==> run_1/layers.png <==
Bar = 50 um. Only two layers are drawn.
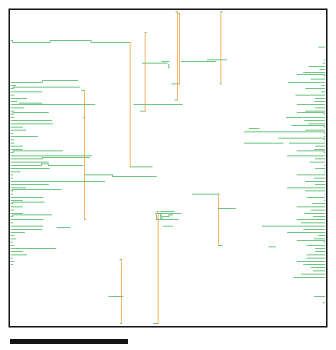
==> run_1/class_map.png <==
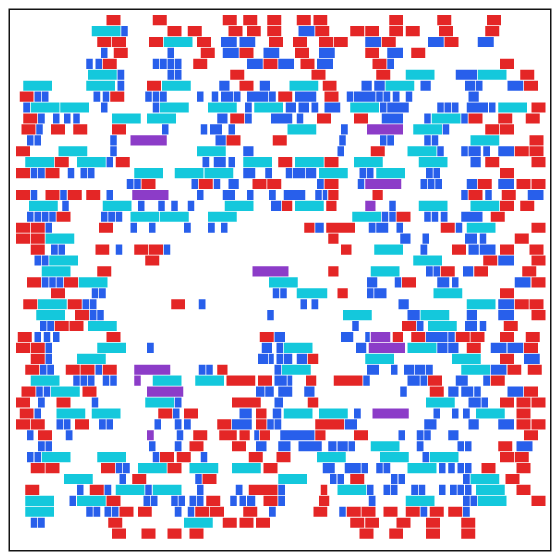
==> run_1/clock_nets.png <==
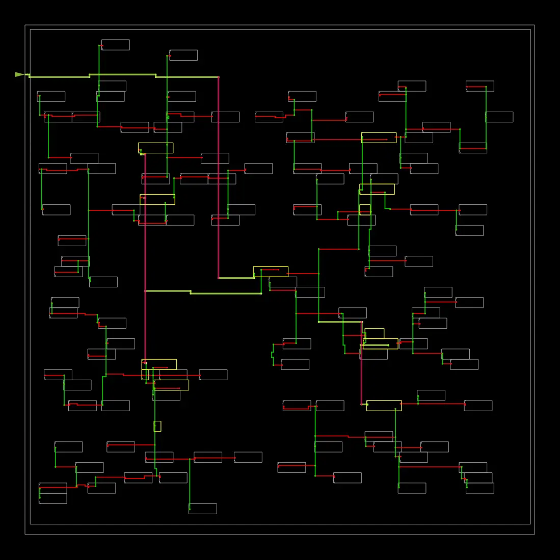
==> run_1/clock_wires.png <==
Bar = 50 um.
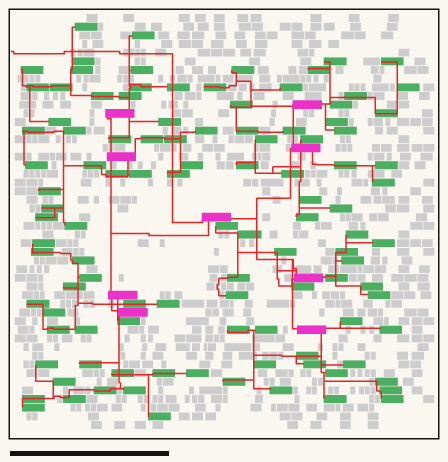
[src/rtl/div_pkg.sv]
// Shared types and result fix-up for the integer divide issue path.
// Latency: n/a (types and a pure combinational function).
// Backpressure: n/a.
package div_pkg;

  typedef enum logic [1:0] {
    DIV  = 2'b00,
    DIVU = 2'b01,
    REM  = 2'b10,
    REMU = 2'b11
  } div_op_t;

  typedef enum logic [2:0] {
    IDLE  = 3'd0,
    START = 3'd1,
    WAIT  = 3'd2,
    RESP  = 3'd3,
    DRAIN = 3'd4
  } div_state_t;

  localparam logic [31:0] ALL_ONES = 32'hFFFF_FFFF;
  localparam logic [31:0] INT_MIN  = 32'h8000_0000;

  // RISC-V special-case result select. op[1] picks remainder, op[0] picks unsigned.
  // Overflow only exists for the signed forms, so it is ignored for DIVU/REMU.
  function automatic logic [31:0] div_fixup(input div_op_t     op,
                                            input logic        dbz,
                                            input logic        ovf,
                                            input logic [31:0] rs1,
                                            input logic [31:0] val,
                                            input logic [31:0] rem);
    logic is_rem;
    logic is_signed;
    is_rem    = op[1];
    is_signed = !op[0];
    if (dbz) begin
      div_fixup = is_rem ? rs1 : ALL_ONES;
    end else if (ovf && is_signed) begin
      div_fixup = is_rem ? 32'h0 : INT_MIN;
    end else begin
      div_fixup = is_rem ? rem : val;
    end
  endfunction

endpackage

[src/rtl/div_issue_ctrl_if.sv]
// Bundles issue, divider and writeback signals of the divide issue controller.
// Latency: n/a (wiring only).
// Backpressure: issue and writeback are valid/ready; divider side is start/done.
interface div_issue_ctrl_if #(
  parameter int TAG_W = 6
);
  // issue port
  logic             issue_valid;
  logic             issue_ready;
  logic [1:0]       issue_op;
  logic [31:0]      issue_rs1;
  logic [31:0]      issue_rs2;
  logic [TAG_W-1:0] issue_tag;
  // divider port
  logic             div_start;
  logic             div_unsigned;
  logic [31:0]      div_a;
  logic [31:0]      div_b;
  logic             div_busy;
  logic             div_done;
  logic             div_dbz;
  logic             div_overflow;
  logic [31:0]      div_val;
  logic [31:0]      div_rem;
  // writeback port
  logic             wb_valid;
  logic             wb_ready;
  logic [TAG_W-1:0] wb_tag;
  logic [31:0]      wb_data;

  // controller side
  modport master (
    input  issue_valid, issue_op, issue_rs1, issue_rs2, issue_tag,
    output issue_ready,
    output div_start, div_unsigned, div_a, div_b,
    input  div_busy, div_done, div_dbz, div_overflow, div_val, div_rem,
    output wb_valid, wb_tag, wb_data,
    input  wb_ready
  );

  // issuing pipeline, divider and writeback consumer side
  modport slave (
    output issue_valid, issue_op, issue_rs1, issue_rs2, issue_tag,
    input  issue_ready,
    input  div_start, div_unsigned, div_a, div_b,
    output div_busy, div_done, div_dbz, div_overflow, div_val, div_rem,
    input  wb_valid, wb_tag, wb_data,
    output wb_ready
  );

endinterface

[src/rtl/div_issue_ctrl.sv]
// Issues one DIV/DIVU/REM/REMU at a time to the iterative divider and writes back the fixed-up result.
// Latency: result valid 35 cycles after acceptance (3 for divide-by-zero/overflow).
// Backpressure: issue_ready only in IDLE; result held in RESP until wb_ready; flush drains the divider.
module div_issue_ctrl
  import div_pkg::*;
#(
  parameter int TAG_W = 6
) (
  input  logic               clk,
  input  logic               rst,
  input  logic               flush_i,
  div_issue_ctrl_if.master   bus
);

  div_state_t       state_q;
  div_state_t       state_next;
  div_op_t          op_q;
  logic [31:0]      rs1_q;
  logic [31:0]      rs2_q;
  logic [TAG_W-1:0] tag_q;
  logic [31:0]      data_q;
  logic             issue_ready;
  logic             accept;
  logic             capture;

  assign issue_ready = (state_q == IDLE) && !flush_i;
  assign accept      = issue_ready && bus.issue_valid;
  // A result is only captured when it will actually be written back.
  assign capture     = (state_q == WAIT) && bus.div_done && !flush_i;

  // State register.
  always_ff @(posedge clk) begin
    if (rst) begin
      state_q <= IDLE;
    end else begin
      state_q <= state_next;
    end
  end

  // Next-state decode; flush overrides every other transition.
  always_comb begin
    state_next = state_q;
    case (state_q)
      IDLE: begin
        if (accept) begin
          state_next = START;
        end
      end
      START: begin
        // Start pulse goes out regardless; a flush here must still drain the divider.
        state_next = flush_i ? DRAIN : WAIT;
      end
      WAIT: begin
        if (flush_i) begin
          state_next = bus.div_done ? IDLE : DRAIN;
        end else if (bus.div_done) begin
          state_next = RESP;
        end
      end
      RESP: begin
        if (flush_i || bus.wb_ready) begin
          state_next = IDLE;
        end
      end
      DRAIN: begin
        if (bus.div_done) begin
          state_next = IDLE;
        end
      end
      default: state_next = IDLE;
    endcase
  end

  // Operand/tag capture at acceptance and result capture at divider completion.
  always_ff @(posedge clk) begin
    if (rst) begin
      op_q   <= DIV;
      rs1_q  <= '0;
      rs2_q  <= '0;
      tag_q  <= '0;
      data_q <= '0;
    end else begin
      if (accept) begin
        op_q  <= div_op_t'(bus.issue_op);
        rs1_q <= bus.issue_rs1;
        rs2_q <= bus.issue_rs2;
        tag_q <= bus.issue_tag;
      end
      if (capture) begin
        data_q <= div_fixup(op_q, bus.div_dbz, bus.div_overflow, rs1_q,
                            bus.div_val, bus.div_rem);
      end
    end
  end

  assign bus.issue_ready  = issue_ready;
  assign bus.div_start    = (state_q == START);
  assign bus.div_unsigned = op_q[0];
  assign bus.div_a        = rs1_q;
  assign bus.div_b        = rs2_q;
  assign bus.wb_valid     = (state_q == RESP);
  assign bus.wb_tag       = tag_q;
  assign bus.wb_data      = data_q;

  // The divider shares our reset and is always drained before IDLE, so it can never be busy here.
  a_idle_not_busy: assert property (@(posedge clk) disable iff (rst)
                                    (state_q == IDLE) |-> !bus.div_busy);

endmodule
[src/flat_wrapper.sv]
// flat-port wrapper written by rule: the top's interface ports become plain ports
module div_issue_ctrl_flat import div_pkg::*;
#(
  parameter int TAG_W = 6
)
  (clk, rst, flush_i, bus_issue_valid, bus_issue_op, bus_issue_rs1, bus_issue_rs2, bus_issue_tag, bus_issue_ready, bus_div_start, bus_div_unsigned, bus_div_a, bus_div_b, bus_div_busy, bus_div_done, bus_div_dbz, bus_div_overflow, bus_div_val, bus_div_rem, bus_wb_valid, bus_wb_tag, bus_wb_data, bus_wb_ready);
  div_issue_ctrl_if #(.TAG_W(TAG_W)) bus_i ();
  input  logic clk;
  input  logic rst;
  input  logic flush_i;
  input wire logic [$bits(bus_i.issue_valid)-1:0] bus_issue_valid;
  input wire logic [$bits(bus_i.issue_op)-1:0] bus_issue_op;
  input wire logic [$bits(bus_i.issue_rs1)-1:0] bus_issue_rs1;
  input wire logic [$bits(bus_i.issue_rs2)-1:0] bus_issue_rs2;
  input wire logic [$bits(bus_i.issue_tag)-1:0] bus_issue_tag;
  output wire logic [$bits(bus_i.issue_ready)-1:0] bus_issue_ready;
  output wire logic [$bits(bus_i.div_start)-1:0] bus_div_start;
  output wire logic [$bits(bus_i.div_unsigned)-1:0] bus_div_unsigned;
  output wire logic [$bits(bus_i.div_a)-1:0] bus_div_a;
  output wire logic [$bits(bus_i.div_b)-1:0] bus_div_b;
  input wire logic [$bits(bus_i.div_busy)-1:0] bus_div_busy;
  input wire logic [$bits(bus_i.div_done)-1:0] bus_div_done;
  input wire logic [$bits(bus_i.div_dbz)-1:0] bus_div_dbz;
  input wire logic [$bits(bus_i.div_overflow)-1:0] bus_div_overflow;
  input wire logic [$bits(bus_i.div_val)-1:0] bus_div_val;
  input wire logic [$bits(bus_i.div_rem)-1:0] bus_div_rem;
  output wire logic [$bits(bus_i.wb_valid)-1:0] bus_wb_valid;
  output wire logic [$bits(bus_i.wb_tag)-1:0] bus_wb_tag;
  output wire logic [$bits(bus_i.wb_data)-1:0] bus_wb_data;
  input wire logic [$bits(bus_i.wb_ready)-1:0] bus_wb_ready;
  assign bus_i.issue_valid = bus_issue_valid;
  assign bus_i.issue_op = bus_issue_op;
  assign bus_i.issue_rs1 = bus_issue_rs1;
  assign bus_i.issue_rs2 = bus_issue_rs2;
  assign bus_i.issue_tag = bus_issue_tag;
  assign bus_issue_ready = bus_i.issue_ready;
  assign bus_div_start = bus_i.div_start;
  assign bus_div_unsigned = bus_i.div_unsigned;
  assign bus_div_a = bus_i.div_a;
  assign bus_div_b = bus_i.div_b;
  assign bus_i.div_busy = bus_div_busy;
  assign bus_i.div_done = bus_div_done;
  assign bus_i.div_dbz = bus_div_dbz;
  assign bus_i.div_overflow = bus_div_overflow;
  assign bus_i.div_val = bus_div_val;
  assign bus_i.div_rem = bus_div_rem;
  assign bus_wb_valid = bus_i.wb_valid;
  assign bus_wb_tag = bus_i.wb_tag;
  assign bus_wb_data = bus_i.wb_data;
  assign bus_i.wb_ready = bus_wb_ready;
  div_issue_ctrl #(.TAG_W(TAG_W)) u_core (.clk(clk), .rst(rst), .flush_i(flush_i), .bus(bus_i));
endmodule
[config.mk]
export PLATFORM = sky130hd
export DESIGN_NAME = div_issue_ctrl_flat
export DESIGN_NICKNAME = d
export VERILOG_FILES = /design/src/rtl/div_pkg.sv /design/src/rtl/div_issue_ctrl_if.sv /design/src/rtl/div_issue_ctrl.sv /design/src/flat_wrapper.sv
export SDC_FILE = /design/constraint.sdc
export NUM_CORES = 1
export LEC_CHECK = 0
export CAP_MARGIN = 10
export CELL_PAD_IN_SITES_DETAIL_PLACEMENT = 0
export CELL_PAD_IN_SITES_GLOBAL_PLACEMENT = 1
export CORE_UTILIZATION = 29
export DETAILED_ROUTE_END_ITERATION = 6
export PLACE_DENSITY_LB_ADDON = 0.15
export SYNTH_ARGS = -nofsm -noshare
export SYNTH_HDL_FRONTEND = slang
export SYNTH_SLANG_ARGS = --single-unit
[constraint.sdc]
create_clock -name clk -period 2.3 [get_ports clk]
set_clock_uncertainty 0.1 [all_clocks]
set_input_delay 0.345 -clock clk [delete_from_list [all_inputs] [get_ports clk]]
set_output_delay 0.345 -clock clk [all_outputs]
set_load 0.01 [all_outputs]
==> results_slide.txt, run 1 <==
Synthesis and Place & Route Summary

Final timing
  – Final worst slack: 0.233 ns
  – Setup TNS Final: 0 ns
  – RSZ-0062 raised after global routing: no
  – Final Max Slew Viols: 0

Worst setup path
  – CP endpoint kind: output port
  – Number of buffers and inverters on the critical path: 2
  – CP Class: reg2out
  – Largest stage delay, worst path: 0.58 ns
  – Crit-path max FO: 10
  – CP arrival: 1.62 ns

Yosys
  – Synth Area per Inst: 8.65 sq um
  – Top logic family: AND-OR/OR-AND gates
  – Cell variety after synth: 32
  – Synth cell count leaders: dfxtp_1 (107), a21oi_1 (106), o21ai_0 (105)
  – Post-Synth Adder-Cell Area: 0%
  – YS warnings: 0
  – Yosys cell count: 588
  – XOR Share, Synth: 0%
  – Top cells by area: dfxtp_1 (42%), a21oi_1 (10%), o21ai_0 (10%)

GRT
  – Met3 GRT Util: 5.41%
  – Vias in the first global route: 5266

Routing
  – DR pass1 iterations: 5

Finish
  – Comb gate area: 0.00257 sq mm

Run status
  – Status: complete, no violations
## Picture notes: layers.png
M4: in orange, wire length 336 um. M3: in green, wire length 1450 um.
GRT Util Overall: 19.8%
vias: 5327
Final Routed Wirelength: 18.3 mm
DR WL/cell: 17.8 um

## Picture notes: class_map.png
remaining buffers and delay cells: in red, cells 274, share of their area 36%. remaining logic cells: in blue, cells 406, share of their area 33%. registers: in cyan, cells 107, share of their area 28%. clock drivers and dummy loads: in purple, cells 13, share of their area 3.3%.

## Picture notes: clock_nets.png
Worst-Skew Late Latency: 0.34 ns
clk_buf instances: 10
cts bufs inserted: 9

## Picture notes: clock_wires.png
clock-net drivers: in magenta, count 9. flip-flops: in green, count 107. clock wires: in red, length 1420 um.
Position of the flops: spread over the die.

==> run 1: report_power, final <==
group	leakage [nW]	internal, mW	total [mW]	switching [mW]
Combinational	1.61	0.584	1.16	0.579
Clock	0.126	0.743	1.41	0.666
Sequential	0.870	1.95	2.00	0.0542
==> run 1: worst paths after layout <==
path,startpoint,cells after the start,end
min reg2reg,u_core.bus.div_b[24]$_SDFFE_PP0P_,2,u_core.bus.div_b[24]$_SDFFE_PP0P_
max reg2reg,u_core.state_q[2]$_SDFFE_PP0P_,4,u_core.bus.div_a[20]$_SDFFE_PP0P_
max,u_core.state_q[0]$_SDFFE_PP0P_,3,bus_div_start
min,rst,2,u_core.bus.div_a[13]$_SDFFE_PP0P_
==> run 1: per-layer routing <==
metal  vias to the layer above  part of all wire [%]
met1                      2529                    42
met4                         0                   1.8
met3                        20                   7.9
met2                       190                    48
met5                         -                     0
li1                       2588                     -
==> run 1: layout make-up <==
| cell class | instances | area share [%] |
|---|---|---|
| Timing Repair Buffer | 274 | 34.4 |
| Multi-Input combinational cell | 405 | 32.1 |
| Sequential cell | 107 | 26.8 |
| Tap cell | 225 | 3.52 |
| Clock buffer | 10 | 2.99 |
| Clock inverter | 3 | 0.219 |
| Inverter | 1 | 0.0469 |
==> run 1: registers in the layout, indices dropped and copies added (netlist names) <==
register / cells
u_core.state_q: 3
u_core.bus.div_b: 32
u_core.bus.wb_data: 32
u_core.bus.div_a: 32
u_core.op_q: 2
u_core.bus.wb_tag: 6
==> run 1: cells in the final DEF, fill, tap and decap left out, types with 2 or more instances in the layout <==
| master | n |
|---|---|
| clkdlybuf4s50_1 | 246 |
| nand3b_1 | 32 |
| nor2b_1 | 3 |
| clkbuf_16 | 9 |
| a21o_1 | 2 |
| buf_4 | 20 |
| nand2b_1 | 2 |
| clkinv_2 | 2 |
| o21ai_0 | 105 |
| a311oi_1 | 21 |
| buf_12 | 6 |
| a21oi_1 | 106 |
| nor2_1 | 4 |
| dfxtp_1 | 106 |
| mux2_2 | 31 |
| nand3_1 | 72 |
| nor3b_1 | 2 |
| a311oi_2 | 11 |
==> run 1: metrics by stage <==
stage / power (mW) / cells / utilization [%] / cell area [sq um]
after floorplan: 2.59 / 588 / - / 5090
after CTS: 4.65 / 1025 / 46.4 / 8000
after detailed placement: 3.22 / 1012 / 44.9 / 7740
after global placement: 3.20 / 1012 / 44.9 / 7740
after global routing: 4.81 / 1025 / 46.4 / 8000
final: 4.57 / 1025 / 46.4 / 8000
==> run 1: kinds of logic after synthesis <==
group                  count (synthesis)
AOI/OAI and AO/OA                    249
and+or+nand+nor                      124
DFF                                  107
buffers and inverters                 76
muxes                                 32
==> run 1: what timing repair did <==
item,in CTS,in global routing
endpoints found under the setup margin,0,1
setup buffers,0,0
gates resized,0,1
==> run 2: changes to the inputs <==
==> constraint.sdc (replaced) <==
create_clock -name clk -period 2.3 [get_ports clk]
set_clock_uncertainty 0.1 [all_clocks]
set_input_delay 0.46 -clock clk [delete_from_list [all_inputs] [get_ports clk]]
set_output_delay 0.46 -clock clk [all_outputs]
set_load 0.01 [all_outputs]
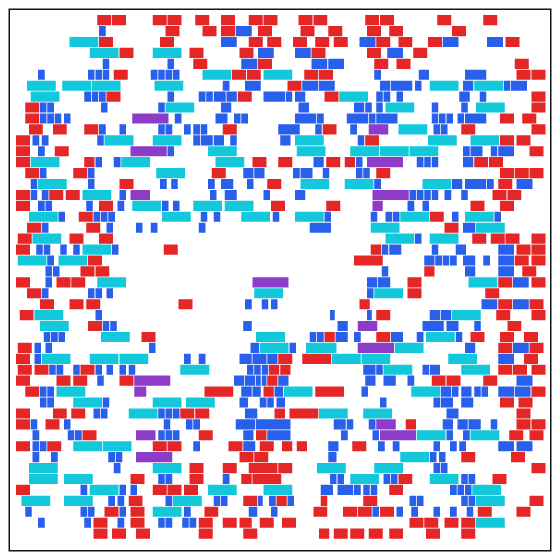
(run_2/class_map.png)
remaining buffers and delay cells: in red, cells 273, share of their area 35%. remaining logic cells: in blue, cells 406, share of their area 33%. clock drivers and dummy loads: in purple, cells 16, share of their area 4.0%. registers: in cyan, cells 107, share of their area 28%.
Seq/total area: 26.6%
Final Core Density: 46.8%
CORE AREA: 0.0172 sq mm
row cnt: 48
post-route cell area: 0.00806 sq mm

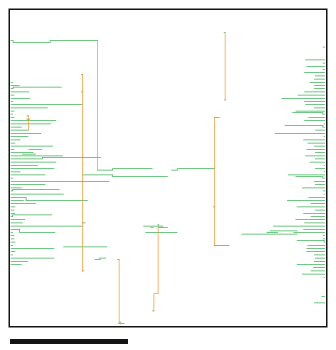
(run_2/layers.png)
Bar = 50 um. Only two layers are drawn.
M4: in orange, wire length 292 um. M3: in green, wire length 1350 um.
DR WL/cell: 17.8 um
GRT Util Overall: 20.1%

==> run 2 against run 1 <==
Global-route usage increased by 0.36 points. Power increased by 3.4%. Critical path depth stayed put. First-iteration DRC count down 13%. Hold slack improved by 0.11 ns. Register-to-register slack worse by 0.04 ns. Setup slack got worse by 0.13 ns. Combinational power hardly changed. Clock-buffer cell count up 4. Design area up 0.69%. Critical path type unchanged. Critical endpoint unchanged. Largest power group unchanged.
==> results_slide.txt, run 2 <==
Synthesis and Place & Route Summary

Worst setup path
  – CP Class: reg2out
  – Crit-path max FO: 10
  – CP arrival: 1.64 ns
  – Largest stage delay, worst path: 0.58 ns
  – CP endpoint kind: output port
  – Critical path required time: 1.74 ns
  – Crit-path cells: buf_4, nor3b_1, clkdlybuf4s50_1

Routing
  – Vias: 5362
  – DR pass1 iterations: 5
  – Final antenna-violating net count: 0
  – Final Routed Wirelength: 18.3 mm
  – DRC: 0

GRT
  – Vias in the first global route: 5395

Yosys
  – Syn Std Cell Area: 0.00509 sq mm
  – Max-area cell share: 42.1%
  – Yosys reg bits: 107
  – Synth cell count leaders: dfxtp_1 (107), a21oi_1 (106), o21ai_0 (105)
  – YS warnings: 0
  – Cell variety after synth: 32
  – Yosys cell count: 588
  – Synth Area per Inst: 8.65 sq um
  – Top cells by area: dfxtp_1 (42%), a21oi_1 (10%), o21ai_0 (10%)

Run status
  – Status: complete, no violations

Finish
  – Dominant logic cell type in the layout: clkdlybuf4s50_1
  – Nets: 942
  – Top cells excl fill/tap: clkdlybuf4s50_1 (246), a21oi_1 (106), dfxtp_1 (106), o21ai_0 (105), nand3_1 (72)

Final timing
  – Crit share post-route: 95.6%
  – FMAX: 0.455 GHz
  – Final Max Slew Viols: 0
  – Setup TNS Final: 0 ns
  – Endpoints failing setup: 0
  – RSZ-0062 raised after global routing: no
  – Max transition margin: 52.1%
  – Final worst slack: 0.101 ns

Clock network
  – Setup Fix Bufs, Post-CTS: 0
  – Cts bufs inserted: 9
  – Hold_buf cts: 0
  – Worst-Skew Late Latency: 0.34 ns
  – Post-CTS resize count: 1
  – Clk root buf: clkbuf_16

Pwr
  – Total power: 4.73 mW
  – Max VDD drop: 0.328 mV

Die
  – Die height: 134 um

Job
  – OpenROAD warning count: 27
-- run 2: where the power goes --
part	total [mW]	switching (mW)	internal (mW)	leakage (nW)
Clock	1.57	0.687	0.886	0.151
Combinational	1.16	0.582	0.573	1.59
Sequential	2.00	0.0552	1.95	0.870
Total	4.73	1.32	3.40	2.62
-- run 2: worst paths after layout --
| path | slack, ns | from | cells past startpoint | endpoint |
|---|---|---|---|---|
| min | 0.38 | u_core.bus.div_b[28]$_SDFFE_PP0P_ | 2 | u_core.bus.div_b[28]$_SDFFE_PP0P_ |
| max | 0.10 | u_core.state_q[0]$_SDFFE_PP0P_ | 3 | bus_div_start |
| min reg2reg | 0.38 | u_core.bus.div_b[28]$_SDFFE_PP0P_ | 2 | u_core.bus.div_b[28]$_SDFFE_PP0P_ |
| max reg2reg | 0.49 | u_core.state_q[2]$_SDFFE_PP0P_ | 4 | u_core.bus.div_b[22]$_SDFFE_PP0P_ |
-- run 2: layout make-up --
class	instances	area (sq um)	share of cell area, %
multi-input combinational	405	2570	31.9
timing repair buffer	273	2750	34.1
clock buffer	14	294	3.65
sequential	107	2140	26.6
inverter	1	3.75	0.0466
clock inverter	2	16.3	0.202
tap	225	282	3.49
-- run 2: worst max-delay path, delay by kind of cell (launching register included) --
kind	cells	cell delay, ns
flip-flops	1	0.34
buffers and inverters	2	0.77
AND/OR/NAND/NOR	1	0.20
-- run 2: per-layer routing --
metal / GRT usage [%] / part of all wire (%) / vias up
met5: 0 / 0 / -
met4: 6.49 / 1.6 / 0
met3: 5.37 / 7.4 / 19
met2: 36.6 / 49 / 174
met1: 22.7 / 42 / 2585
li1: - / - / 2584
-- run 2: metrics by stage --
step / hold slack [ns] / instance area, sq um / instances
floorplan: 0.398 / 5090 / 588
global placement: 0.360 / 7750 / 1011
detailed placement: 0.368 / 7750 / 1011
CTS: 0.379 / 8060 / 1027
global route: 0.396 / 8060 / 1027
finish: 0.377 / 8060 / 1027
-- run 2: cell families after synthesis --
family,count (synthesis),share of synthesized area (%)
buffers and inverters,76,7.62
AOI/OAI and AO/OA,249,28.5
DFF,107,42.1
muxes,32,7.06
and+or+nand+nor,124,14.7
==> run 3: changes to the inputs <==
Settings changed: TNS_END_PERCENT set to 30.
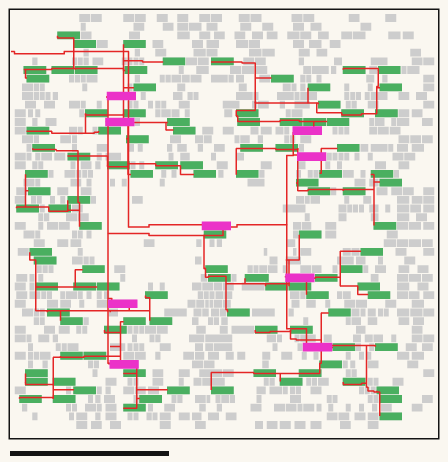
(run_3/clock_wires.png)
Bar = 50 um.
clock-net drivers: in magenta, count 9. clock wires: in red, length 1380 um. flip-flops: in green, count 107.
Position of the flops: spread over the die.
clock power share: 33.3%
clock-net power: 1.57 mW

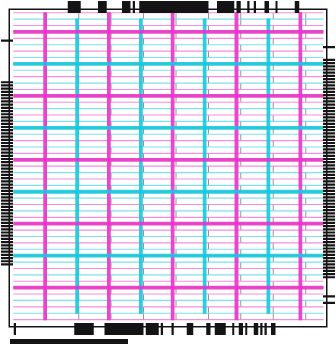
(run_3/floorplan.png)
Bar = 50 um. Pins as bars on the die edge. Tap cells in grey.
VSS: in magenta. VDD: in cyan.
251 signal pins sit on the boundary. 9 straps on met4. 49 met1 rails follow the rows. 9 straps on met5.
Die X: 134 um
Max VDD drop: 0.328 mV

==> run 3 against run 2 <==
Synthesized area is the same. Flip-flop count stayed put. Combinational power about the same. Global-route usage unchanged. Cell count stayed put. First-iteration DRC count did not move. Critical path depth unchanged. Critical endpoint unchanged.
==> results_slide.txt, run 3 <==
Synthesis and Place & Route Summary

Routing
  – DR pass1 iterations: 5
  – DRC: 0
  – Vias: 5362
  – Final antenna-violating net count: 0
  – Final Routed Wirelength: 18.3 mm

Final timing
  – FMAX: 0.455 GHz
  – Crit share post-route: 95.6%
  – Max transition margin: 52.1%
  – Final Max Slew Viols: 0
  – Worst hold margin: 0.377 ns
  – Endpoints failing setup: 0
  – Setup TNS Final: 0 ns

Yosys
  – Yosys cell count: 588
  – Syn Std Cell Area: 0.00509 sq mm
  – Max-area cell share: 42.1%
  – Top cells by area: dfxtp_1 (42%), a21oi_1 (10%), o21ai_0 (10%)
  – Synth Area per Inst: 8.65 sq um
  – Yosys reg bits: 107
  – YS warnings: 0
  – Synth cell count leaders: dfxtp_1 (107), a21oi_1 (106), o21ai_0 (105)

Pwr
  – Total power: 4.73 mW
  – Sw Ratio: 28.0%
  – Sequential fraction of design power: 42.3%
  – Comb pwr share: 24.4%

Worst setup path
  – R2R cell count: 4
  – CP Class: reg2out
  – Crit-path max FO: 10
  – R2R Path Start: u_core.state_q[2]$_SDFFE_PP0P_
  – Worst r2r dst: u_core.bus.div_b[22]$_SDFFE_PP0P_
  – CP arrival: 1.64 ns
  – CP endpoint kind: output port

GRT
  – Vias in the first global route: 5395

Clock network
  – Worst-Skew Late Latency: 0.34 ns
  – Setup Fix Bufs, Post-CTS: 0
  – Clk root buf: clkbuf_16

Min path
  – Destination of the worst hold path: u_core.bus.div_b[28]$_SDFFE_PP0P_
  – Worst hold path depth: 2
  – HP Start: u_core.bus.div_b[28]$_SDFFE_PP0P_

Run status
  – Status: complete, no violations

Finish
  – Nets: 942
  – Post-route cell area: 0.00806 sq mm
  – Dominant logic cell type in the layout: clkdlybuf4s50_1

Place
  – Placed Cells: 1011

Job
  – OpenROAD warning count: 27

Die
  – Row cnt: 48
## run 3: cell counts in the layout (fill, tap and decap cells not counted)
Identical to the previous run, type by type.
## run 3: area by class of cell
type                       count  area, sq um
clock buffer                  14          294
clock inverter                 2         16.3
fill                        1633         9180
inverter                       1         3.75
multi-input combinational    405         2570
sequential                   107         2140
tap                          225          282
timing repair buffer         273         2750
## run 3: kinds of logic after synthesis
kind of cell           Yosys count  synth area share [%]
buffers and inverters           76                  7.62
DFF                            107                  42.1
and+or+nand+nor                124                  14.7
AOI/OAI and AO/OA              249                  28.5
muxes                           32                  7.06
## run 3: power by group through the flow
stage | registers, mW | logic [mW] | clock network, mW
global placement | 2.04 | 1.15 | 0
global route | 2.01 | 1.25 | 1.71
finish | 2.00 | 1.16 | 1.57
floorplan | 2.07 | 0.515 | 0
detailed placement | 2.04 | 1.16 | 0
CTS | 2.00 | 1.17 | 1.62
## run 3: routing by layer
| metal | track usage [%] | wire [um] |
|---|---|---|
| met3 | 5.37 | 1350 |
| met4 | 6.49 | 291 |
| met1 | 22.7 | 7580 |
| met2 | 36.6 | 9040 |
| met5 | 0 | 0 |
## run 3: repair_timing
action,CTS,global route
hold endpoints to repair,0,0
setup endpoints to repair,1,0
gates resized,1,0
## run 3: per-stage QoR
stage | setup slack, ns | utilization [%]
floorplan | 0.597 | -
global placement | 0.100 | 45.0
detailed placement | 0.105 | 45.0
finish | 0.101 | 46.8
CTS | 0.0739 | 46.8
global route | 0.0183 | 46.8
## run 3: worst max-delay path, cell delays in order (launching register included)
cell and delay, ns:
dfxtp_1 0.34, buf_4 0.19, nor3b_1 0.20, clkdlybuf4s50_1 0.58
## run 3: worst max-delay path by stage
stage                                               from              end  cells past startpoint  slack, ns
final                     u_core.state_q[0]$_SDFFE_PP0P_    bus_div_start                      3       0.10
after global routing      u_core.state_q[0]$_SDFFE_PP0P_    bus_div_start                      3       0.02
after CTS                 u_core.state_q[0]$_SDFFE_PP0P_    bus_div_start                      3       0.07
after detailed placement                         flush_i  bus_issue_ready                      3       0.10
after global placement                           flush_i  bus_issue_ready                      3       0.10
after floorplan           u_core.state_q[2]$_SDFFE_PP0P_  bus_issue_ready                      4       0.60
Power is estimated from default activity; no workload was simulated.
